[config.mk]
export PLATFORM = sky130hd
export DESIGN_NAME = instruction_decode_flat
export DESIGN_NICKNAME = d
export VERILOG_FILES = /design/src/rtl/risc_pkg.sv /design/src/rtl/instruction_decode_if.sv /design/src/rtl/instruction_decode_scoreboard.sv /design/src/rtl/instruction_decode.sv /design/src/flat_wrapper.sv
export SDC_FILE = /design/constraint.sdc
export NUM_CORES = 1
export LEC_CHECK = 0
export CAP_MARGIN = 40
export CORE_MARGIN = 3
export CORE_UTILIZATION = 46
export DETAILED_ROUTE_END_ITERATION = 16
export HOLD_SLACK_MARGIN = 0.05
export PLACE_DENSITY = 0.9
export SYNTH_ARGS = -nofsm -noshare
export SYNTH_HDL_FRONTEND = slang
export SYNTH_SLANG_ARGS = --single-unit
[constraint.sdc]
create_clock -name clk -period 4.3 [get_ports clk]
set_clock_uncertainty 0.2 [all_clocks]
set_input_delay 0.86 -clock clk [delete_from_list [all_inputs] [get_ports clk]]
set_output_delay 0.86 -clock clk [all_outputs]
set_load 0.05 [all_outputs]
[src/rtl/risc_pkg.sv]
// Shared RISC-Net definitions: opcodes, instruction field positions, the
// per-opcode register-usage decode and the decode packet layout.
package risc_pkg;

    localparam int REG_COUNT_DEFAULT = 16;
    localparam int REG_ID_W          = 4;

    localparam int OP_HI  = 31;
    localparam int OP_LO  = 26;
    localparam int RD_HI  = 25;
    localparam int RD_LO  = 22;
    localparam int RS1_HI = 21;
    localparam int RS1_LO = 18;
    localparam int RS2_HI = 17;
    localparam int RS2_LO = 14;
    localparam int IMM_HI = 13;
    localparam int IMM_LO = 0;

    typedef enum logic [5:0] {
        OP_NOP  = 6'h00,
        OP_ADD  = 6'h01,
        OP_SUB  = 6'h02,
        OP_AND  = 6'h03,
        OP_OR   = 6'h04,
        OP_ADDI = 6'h08,
        OP_LD   = 6'h10,
        OP_ST   = 6'h11,
        OP_BEQ  = 6'h18,
        OP_HALT = 6'h3F
    } opcode_e;

    typedef struct packed {
        logic legal;
        logic wr_rd;
        logic rd_rs1;
        logic rd_rs2;
    } op_class_t;

    typedef struct packed {
        logic [5:0]          op;
        logic [REG_ID_W-1:0] rd;
        logic [31:0]         pc;
        logic [31:0]         a;
        logic [31:0]         b;
        logic [31:0]         imm;
        logic                illegal;
        logic                sets_busy;
    } dec_pkt_t;

    // Undefined opcodes fall to all-zero: no reads, no write, not legal.
    function automatic op_class_t classify_op(input logic [5:0] op);
        op_class_t c;
        c = '0;
        case (op)
            OP_NOP, OP_HALT: c.legal = 1'b1;
            OP_ADD, OP_SUB, OP_AND, OP_OR: begin
                c.legal = 1'b1; c.wr_rd = 1'b1; c.rd_rs1 = 1'b1; c.rd_rs2 = 1'b1;
            end
            OP_ADDI, OP_LD: begin
                c.legal = 1'b1; c.wr_rd = 1'b1; c.rd_rs1 = 1'b1;
            end
            OP_ST, OP_BEQ: begin
                c.legal = 1'b1; c.rd_rs1 = 1'b1; c.rd_rs2 = 1'b1;
            end
            default: c = '0;
        endcase
        return c;
    endfunction

    function automatic logic [31:0] sext_imm(input logic [IMM_HI-IMM_LO:0] imm);
        return {{(31-IMM_HI){imm[IMM_HI-IMM_LO]}}, imm};
    endfunction

endpackage

[src/rtl/instruction_decode_if.sv]
// Fetch-to-decode and decode-to-execute handshake bundle.
// slave = decode stage view, master = surrounding pipeline view.
interface instruction_decode_if;
    import risc_pkg::*;

    logic                if_valid;
    logic                if_ready;
    logic [31:0]         if_instr;
    logic [31:0]         if_pc;
    logic                id_valid;
    logic                id_ready;
    logic [5:0]          id_op;
    logic [REG_ID_W-1:0] id_rd;
    logic [31:0]         id_pc;
    logic [31:0]         id_a;
    logic [31:0]         id_b;
    logic [31:0]         id_imm;
    logic                id_illegal;

    modport master (
        output if_valid, if_instr, if_pc, id_ready,
        input  if_ready, id_valid, id_op, id_rd, id_pc, id_a, id_b, id_imm, id_illegal
    );

    modport slave (
        input  if_valid, if_instr, if_pc, id_ready,
        output if_ready, id_valid, id_op, id_rd, id_pc, id_a, id_b, id_imm, id_illegal
    );

endinterface

[src/rtl/instruction_decode_scoreboard.sv]
// In-flight destination tracker: one busy bit per register, r0 never busy.
module reg_scoreboard
    import risc_pkg::*;
#(
    parameter int REG_COUNT = REG_COUNT_DEFAULT
) (
    input  logic                clk,
    input  logic                rst_n,
    input  logic                set_en,
    input  logic [REG_ID_W-1:0] set_addr,
    input  logic                clr_en,
    input  logic [REG_ID_W-1:0] clr_addr,
    input  logic                kill_en,
    input  logic [REG_ID_W-1:0] kill_addr,
    input  logic [REG_ID_W-1:0] q1_addr,
    input  logic [REG_ID_W-1:0] q2_addr,
    output logic                q1_busy,
    output logic                q2_busy
);

    logic [REG_COUNT-1:0] busy_q;
    logic [REG_COUNT-1:0] busy_d;

    // Set is applied last so a same-cycle retire of an older writer loses.
    always_comb begin
        busy_d = busy_q;
        if (clr_en)  busy_d[clr_addr]  = 1'b0;
        if (kill_en) busy_d[kill_addr] = 1'b0;
        if (set_en)  busy_d[set_addr]  = 1'b1;
        busy_d[0] = 1'b0;
    end

    always_ff @(posedge clk or negedge rst_n) begin
        if (!rst_n) busy_q <= '0;
        else        busy_q <= busy_d;
    end

    assign q1_busy = busy_q[q1_addr];
    assign q2_busy = busy_q[q2_addr];

endmodule

[src/rtl/instruction_decode.sv]
// RISC-Net decode stage: field split, operand read, RAW stall, output register.
// Define ID_BYPASS_EN to forward the writeback value into a same-cycle accept.
module instruction_decode
    import risc_pkg::*;
#(
    parameter int REG_COUNT = REG_COUNT_DEFAULT
) (
    input  logic                clk,
    input  logic                rst_n,
    instruction_decode_if.slave bus,
    output logic [REG_ID_W-1:0] rf_raddr1,
    output logic [REG_ID_W-1:0] rf_raddr2,
    input  logic [31:0]         rf_rdata1,
    input  logic [31:0]         rf_rdata2,
    input  logic                wb_en,
    input  logic [REG_ID_W-1:0] wb_addr,
    input  logic [31:0]         wb_data,
    input  logic                flush
);

    logic [5:0]          op;
    logic [REG_ID_W-1:0] rd, rs1, rs2;
    op_class_t           cls;
    logic                busy1, busy2, byp1, byp2;
    logic                hazard, if_ready_w, accept, sets_busy;
    logic [31:0]         a_val, b_val;
    logic                id_valid_q, id_valid_d;
    dec_pkt_t            pkt_q, pkt_d;

    assign op  = bus.if_instr[OP_HI:OP_LO];
    assign rd  = bus.if_instr[RD_HI:RD_LO];
    assign rs1 = bus.if_instr[RS1_HI:RS1_LO];
    assign rs2 = bus.if_instr[RS2_HI:RS2_LO];
    assign cls = classify_op(op);

    assign rf_raddr1 = rs1;
    assign rf_raddr2 = rs2;

`ifdef ID_BYPASS_EN
    assign byp1 = wb_en && (wb_addr == rs1) && (rs1 != '0);
    assign byp2 = wb_en && (wb_addr == rs2) && (rs2 != '0);
`else
    assign byp1 = 1'b0;
    assign byp2 = 1'b0;
`endif

    assign hazard     = bus.if_valid && ((cls.rd_rs1 && busy1 && !byp1) ||
                                         (cls.rd_rs2 && busy2 && !byp2));
    assign if_ready_w = !hazard && !flush && (!id_valid_q || bus.id_ready);
    assign accept     = bus.if_valid && if_ready_w;
    assign sets_busy  = cls.wr_rd && (rd != '0);

    // Unread operands and r0 are presented as zero.
    assign a_val = (cls.rd_rs1 && rs1 != '0) ? (byp1 ? wb_data : rf_rdata1) : '0;
    assign b_val = (cls.rd_rs2 && rs2 != '0) ? (byp2 ? wb_data : rf_rdata2) : '0;

    reg_scoreboard #(.REG_COUNT(REG_COUNT)) u_scoreboard (
        .clk      (clk),
        .rst_n    (rst_n),
        .set_en   (accept && sets_busy),
        .set_addr (rd),
        .clr_en   (wb_en),
        .clr_addr (wb_addr),
        .kill_en  (flush && id_valid_q && pkt_q.sets_busy),
        .kill_addr(pkt_q.rd),
        .q1_addr  (rs1),
        .q2_addr  (rs2),
        .q1_busy  (busy1),
        .q2_busy  (busy2)
    );

    always_comb begin
        id_valid_d = id_valid_q;
        pkt_d      = pkt_q;
        if (accept) begin
            id_valid_d = 1'b1;
            pkt_d      = '{op: op, rd: rd, pc: bus.if_pc, a: a_val, b: b_val,
                           imm: sext_imm(bus.if_instr[IMM_HI:IMM_LO]),
                           illegal: !cls.legal, sets_busy: sets_busy};
        end else if (flush || bus.id_ready) begin
            id_valid_d = 1'b0;
        end
    end

    always_ff @(posedge clk or negedge rst_n) begin
        if (!rst_n) begin
            id_valid_q <= 1'b0;
            pkt_q      <= '0;
        end else begin
            id_valid_q <= id_valid_d;
            pkt_q      <= pkt_d;
        end
    end

    assign bus.if_ready   = if_ready_w;
    assign bus.id_valid   = id_valid_q;
    assign bus.id_op      = pkt_q.op;
    assign bus.id_rd      = pkt_q.rd;
    assign bus.id_pc      = pkt_q.pc;
    assign bus.id_a       = pkt_q.a;
    assign bus.id_b       = pkt_q.b;
    assign bus.id_imm     = pkt_q.imm;
    assign bus.id_illegal = pkt_q.illegal;

endmodule

[src/flat_wrapper.sv]
// flat-port wrapper written by rule: the top's interface ports become plain ports
module instruction_decode_flat import risc_pkg::*;
#(
    parameter int REG_COUNT = REG_COUNT_DEFAULT
)
  (clk, rst_n, rf_raddr1, rf_raddr2, rf_rdata1, rf_rdata2, wb_en, wb_addr, wb_data, flush, bus_if_valid, bus_if_instr, bus_if_pc, bus_id_ready, bus_if_ready, bus_id_valid, bus_id_op, bus_id_rd, bus_id_pc, bus_id_a, bus_id_b, bus_id_imm, bus_id_illegal);
  instruction_decode_if bus_i ();
  input  logic clk;
  input  logic rst_n;
  output logic [REG_ID_W-1:0] rf_raddr1;
  output logic [REG_ID_W-1:0] rf_raddr2;
  input  logic [31:0] rf_rdata1;
  input  logic [31:0] rf_rdata2;
  input  logic wb_en;
  input  logic [REG_ID_W-1:0] wb_addr;
  input  logic [31:0] wb_data;
  input  logic flush;
  input wire logic [$bits(bus_i.if_valid)-1:0] bus_if_valid;
  input wire logic [$bits(bus_i.if_instr)-1:0] bus_if_instr;
  input wire logic [$bits(bus_i.if_pc)-1:0] bus_if_pc;
  input wire logic [$bits(bus_i.id_ready)-1:0] bus_id_ready;
  output wire logic [$bits(bus_i.if_ready)-1:0] bus_if_ready;
  output wire logic [$bits(bus_i.id_valid)-1:0] bus_id_valid;
  output wire logic [$bits(bus_i.id_op)-1:0] bus_id_op;
  output wire logic [$bits(bus_i.id_rd)-1:0] bus_id_rd;
  output wire logic [$bits(bus_i.id_pc)-1:0] bus_id_pc;
  output wire logic [$bits(bus_i.id_a)-1:0] bus_id_a;
  output wire logic [$bits(bus_i.id_b)-1:0] bus_id_b;
  output wire logic [$bits(bus_i.id_imm)-1:0] bus_id_imm;
  output wire logic [$bits(bus_i.id_illegal)-1:0] bus_id_illegal;
  assign bus_i.if_valid = bus_if_valid;
  assign bus_i.if_instr = bus_if_instr;
  assign bus_i.if_pc = bus_if_pc;
  assign bus_i.id_ready = bus_id_ready;
  assign bus_if_ready = bus_i.if_ready;
  assign bus_id_valid = bus_i.id_valid;
  assign bus_id_op = bus_i.id_op;
  assign bus_id_rd = bus_i.id_rd;
  assign bus_id_pc = bus_i.id_pc;
  assign bus_id_a = bus_i.id_a;
  assign bus_id_b = bus_i.id_b;
  assign bus_id_imm = bus_i.id_imm;
  assign bus_id_illegal = bus_i.id_illegal;
  instruction_decode #(.REG_COUNT(REG_COUNT)) u_core (.clk(clk), .rst_n(rst_n), .bus(bus_i), .rf_raddr1(rf_raddr1), .rf_raddr2(rf_raddr2), .rf_rdata1(rf_rdata1), .rf_rdata2(rf_rdata2), .wb_en(wb_en), .wb_addr(wb_addr), .wb_data(wb_data), .flush(flush));
endmodule
==> changes_impl.md <==
### Implementation results

* Top logic family: buffers and inverters
* Share of synthesized cell area in full adder, half adder and majority cells at 0
* RSZ-0062 raised after global routing: false
* Post-layout instance area at 0.00964 mm²
* Cells after synthesis at 643
* Insertion delay to the later sink of the worst-skew pair at 0.41 ns
* Post-CTS Hold Fix Bufs at 0
* Inverters at 6
* Setup Viol. Count Final at 0
* Wirelength per Cell at 18.4 µm
* Starting utilization of the core area at 0.479
* Required arrival time at the worst endpoint at 3.24 ns
* Most instantiated logic cells after routing: sky130_fd_sc_hd__clkdlybuf4s50_1, sky130_fd_sc_hd__dfrtp_1, sky130_fd_sc_hd__o21ai_0
* Maximum number of pins on one net before global-route repair at 86
* Clock buffer cells at 17
* Worst EP arrival at 3.06 ns
* Layout cells sized above 1 at 0.145
* Most frequent logic cell in the layout: sky130_fd_sc_hd__clkdlybuf4s50_1
* GR Overflow Total at 0
* Critical path type: primary input to output port
* Vias post-DR at 5243
* TritonCTS clock tree: yes
* Prevailing post-synth register cell: sky130_fd_sc_hd__dfrtp_1
* HP Class: primary input to async pin
* Die Ht at 130 µm
* Weighted congestion at the end of routability-driven global placement at 0.894
* CTS Buffer Depth at 2
* Multiplexer share of the synthesized area at 0.108
* Seq cells at 138
* DR pass1 iterations at 5
* Routed via count divided by cell count at 5.34
* Post-synthesis async set-or-reset flop share at 1.00
* Buffer type at the clock tree root: sky130_fd_sc_hd__clkbuf_16
* Comb gates at 319
* Startpoint class of the critical path: primary input
* Library cell occupying the most area in the post-synthesis netlist: sky130_fd_sc_hd__dfrtp_1
* Kind of cell adding the most delay to the critical path: buffers and inverters
* Non-clock buffer count in the final layout at 303
* Post-cts resize count at 0
* Reg-to-reg setup timing slack at 1.25 ns
* GRT busiest layer: met2
* Max stage delay on crit path at 0.56 ns
* Max-area cell share at 0.489
* Total cells reported by yosys after synthesis at 643
* Total negative slack at 0 ns
* Post-synthesis register bit count at 138
* Row Count at 44
* Sequential element share of the synthesized area at 0.489
* Tool Warnings at 58
* Remaining design rule violation count at 0
* Compound-Gate Fraction of Synth Area at 0.147
* Syn Nets at 813
* Share of the core filled with cells in the final layout at 0.653
* Slowest CP cell: sky130_fd_sc_hd__clkdlybuf4s50_1
* Final worst-path setup slack at 0.179 ns
* Worst reg2reg path startpoint: u_core.u_scoreboard.busy_q[5]
* DRT Wirelength at 18000 µm
* Max-cap violations at 0
* Post-Synth Simple-Gate Area at 0.0716
* Met3 GRT Util at 0.0745
* Combined global-route utilization of all metal layers at 0.214
* Peak supply drop at 270 µV
* # H-tree levels at 4
* Depth of the worst register-to-register path at 8
* Die width at 130 µm
* Worst R2R End: u_core.bus.id_op[1]
* Worst-path clk slew at 0.06 ns
* Setup Slack @ Placement at -0.00801 ns
* Final net count at 955
* Maximum fanout encountered on the critical timing path at 3
* Combinational power at 1.40 mW
* Result of the run: complete, no violations
* Buffering stage count on the worst path with inverters included at 2
* Final worst hold slack at 0.286 ns
* Register share of the cell area at 0.358
* Top routing layer in use: met5
* Critical-path cell list: clkdlybuf4s50_1 > mux4_2 > o22ai_1 > o32a_1 > nor2_1 > a21o_1 > nor2b_1 > buf_4
* Routed wl met2 at 8820 µm
* Part of the power in combinational logic at 0.318
* First-pass GRT wire length at 28100 µm
* Top cells, area: sky130_fd_sc_hd__dfrtp_1, sky130_fd_sc_hd__buf_4, sky130_fd_sc_hd__mux2_2, sky130_fd_sc_hd__o21ai_0, sky130_fd_sc_hd__a22o_1
* Routed length on met1 at 7130 µm
* Placed wire-length estimate at 13300 µm
* Post-Layout Cell Count at 982
* Cell class ranked first by area: flip-flops and latches
* Met1 usage at 0.260
* Shortest period the worst path allows at 4.12 ns
* Met2 usage in global routing at 0.350
* Number of synthesized flops with an enable pin at 0
* Multi-input gate area at 0.00234 mm²
* Fill count at 1150
* Clock buffers and inverters, area share at 0.0613
* Chip area from the yosys synthesis statistics at 0.00706 mm²
* NetSw at 1.55 mW
* Number of pins with negative max-slew slack in the final report at 0
* Achievable frequency at 0.243 GHz
* Leakage power of the design at 3.94 nW
* Normalized max-slew margin at 0.470
* Relative contribution of sequential cells to total power at 0.350
* Top power consumer group: sequential cells
* Yosys cell types at 48
* Non-clock buffer share of cell area at 0.312
## cells in the mapped netlist, drive strengths merged, types with 6 or more instances
cell type / n
buf: 162
dfrtp: 138
o21ai: 92
mux2: 57
nand2: 40
a22o: 33
clkbuf: 18
o221ai: 12
nand2b: 11
nor2: 11
inv: 6
or4: 6
## worst max-delay path by stage
stage                                start                   to  slack (ns)  depth (start not counted)
final                     bus_if_instr[15]         bus_if_ready        0.18                          8
after CTS                 bus_if_instr[18]         bus_if_ready        0.10                          8
after global placement    bus_if_instr[18]  u_core.bus.id_op[1]       0.004                          9
after global routing      bus_if_instr[15]         bus_if_ready        0.09                          8
after floorplan           bus_if_instr[18]         bus_if_ready        0.28                          9
after detailed placement  bus_if_instr[18]  u_core.bus.id_op[1]      -0.008                          9
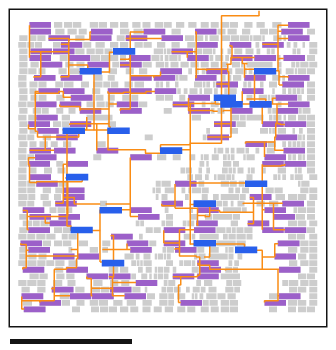
(routed clock nets over the placement)
Scale bar: 50 µm.
[orange] clock wires | length: 1750 µm
[purple] flip-flops | count: 138
[blue] clock-net drivers | count: 17
routed clock nets	18
flops lie	widely spread

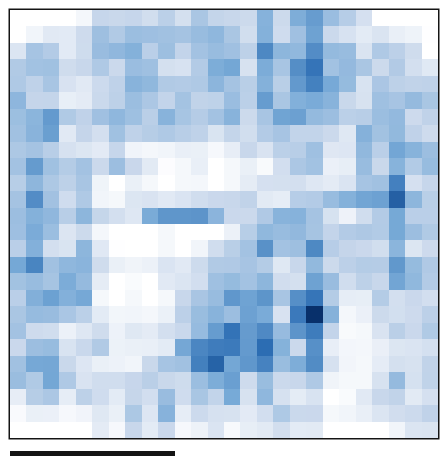
(wiring heat map)
Scale bar: 50 µm. 26 x 26 tiles, from white (low) to dark blue (high), scaled to the fullest tile. Values are wire area over tile area, all layers added.
tiles over half the peak	10%
mean over tiles	0.18
nearly empty tiles	5.9%
fullest tile	0.64

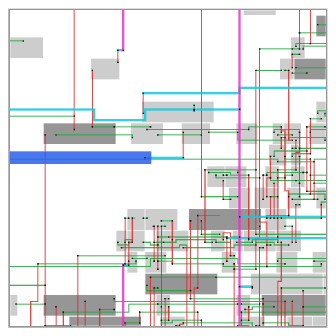
(layout detail)
Window x 45 to 85, y 45 to 85 µm. Cells in grey, sequential cells in the stronger grey; small squares are vias.
colour	layer
blue	M5
magenta	M4
green	M1
red	M2
cyan	M3
sequential cells in the window	5
netlist names of flops here include	u_core.u_scoreboard.busy_q (3)
most frequent	o21ai_0 (7), buf_4 (5), dfrtp_1 (5)
cells with their middle in the window	44

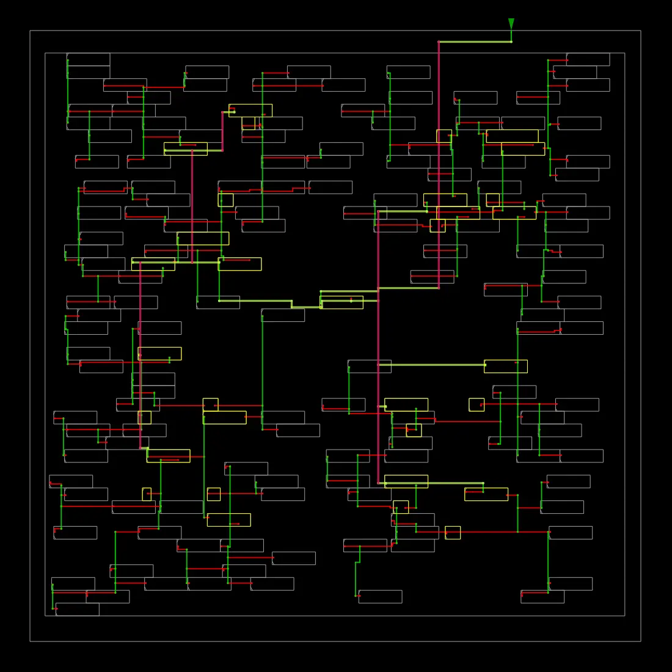
(clock wiring as the flow saved it)
TritonCTS buffer count: 17
clock net sink count: 138
power in the clock group: 1.45 mW

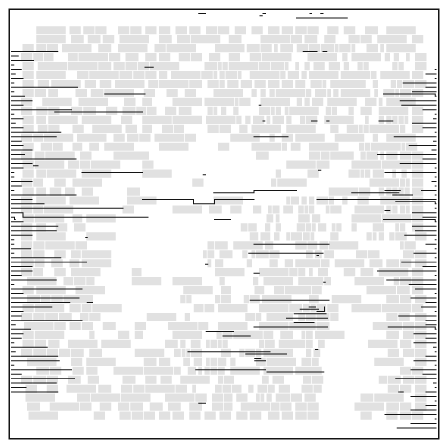
(the metal 3 layer)
Cells faint in the background.
main direction	horizontal
wire length on this layer	1550 µm
nets with wire on the layer	192
longest straight run	38.0 µm

Power and IR drop assume default switching activity.
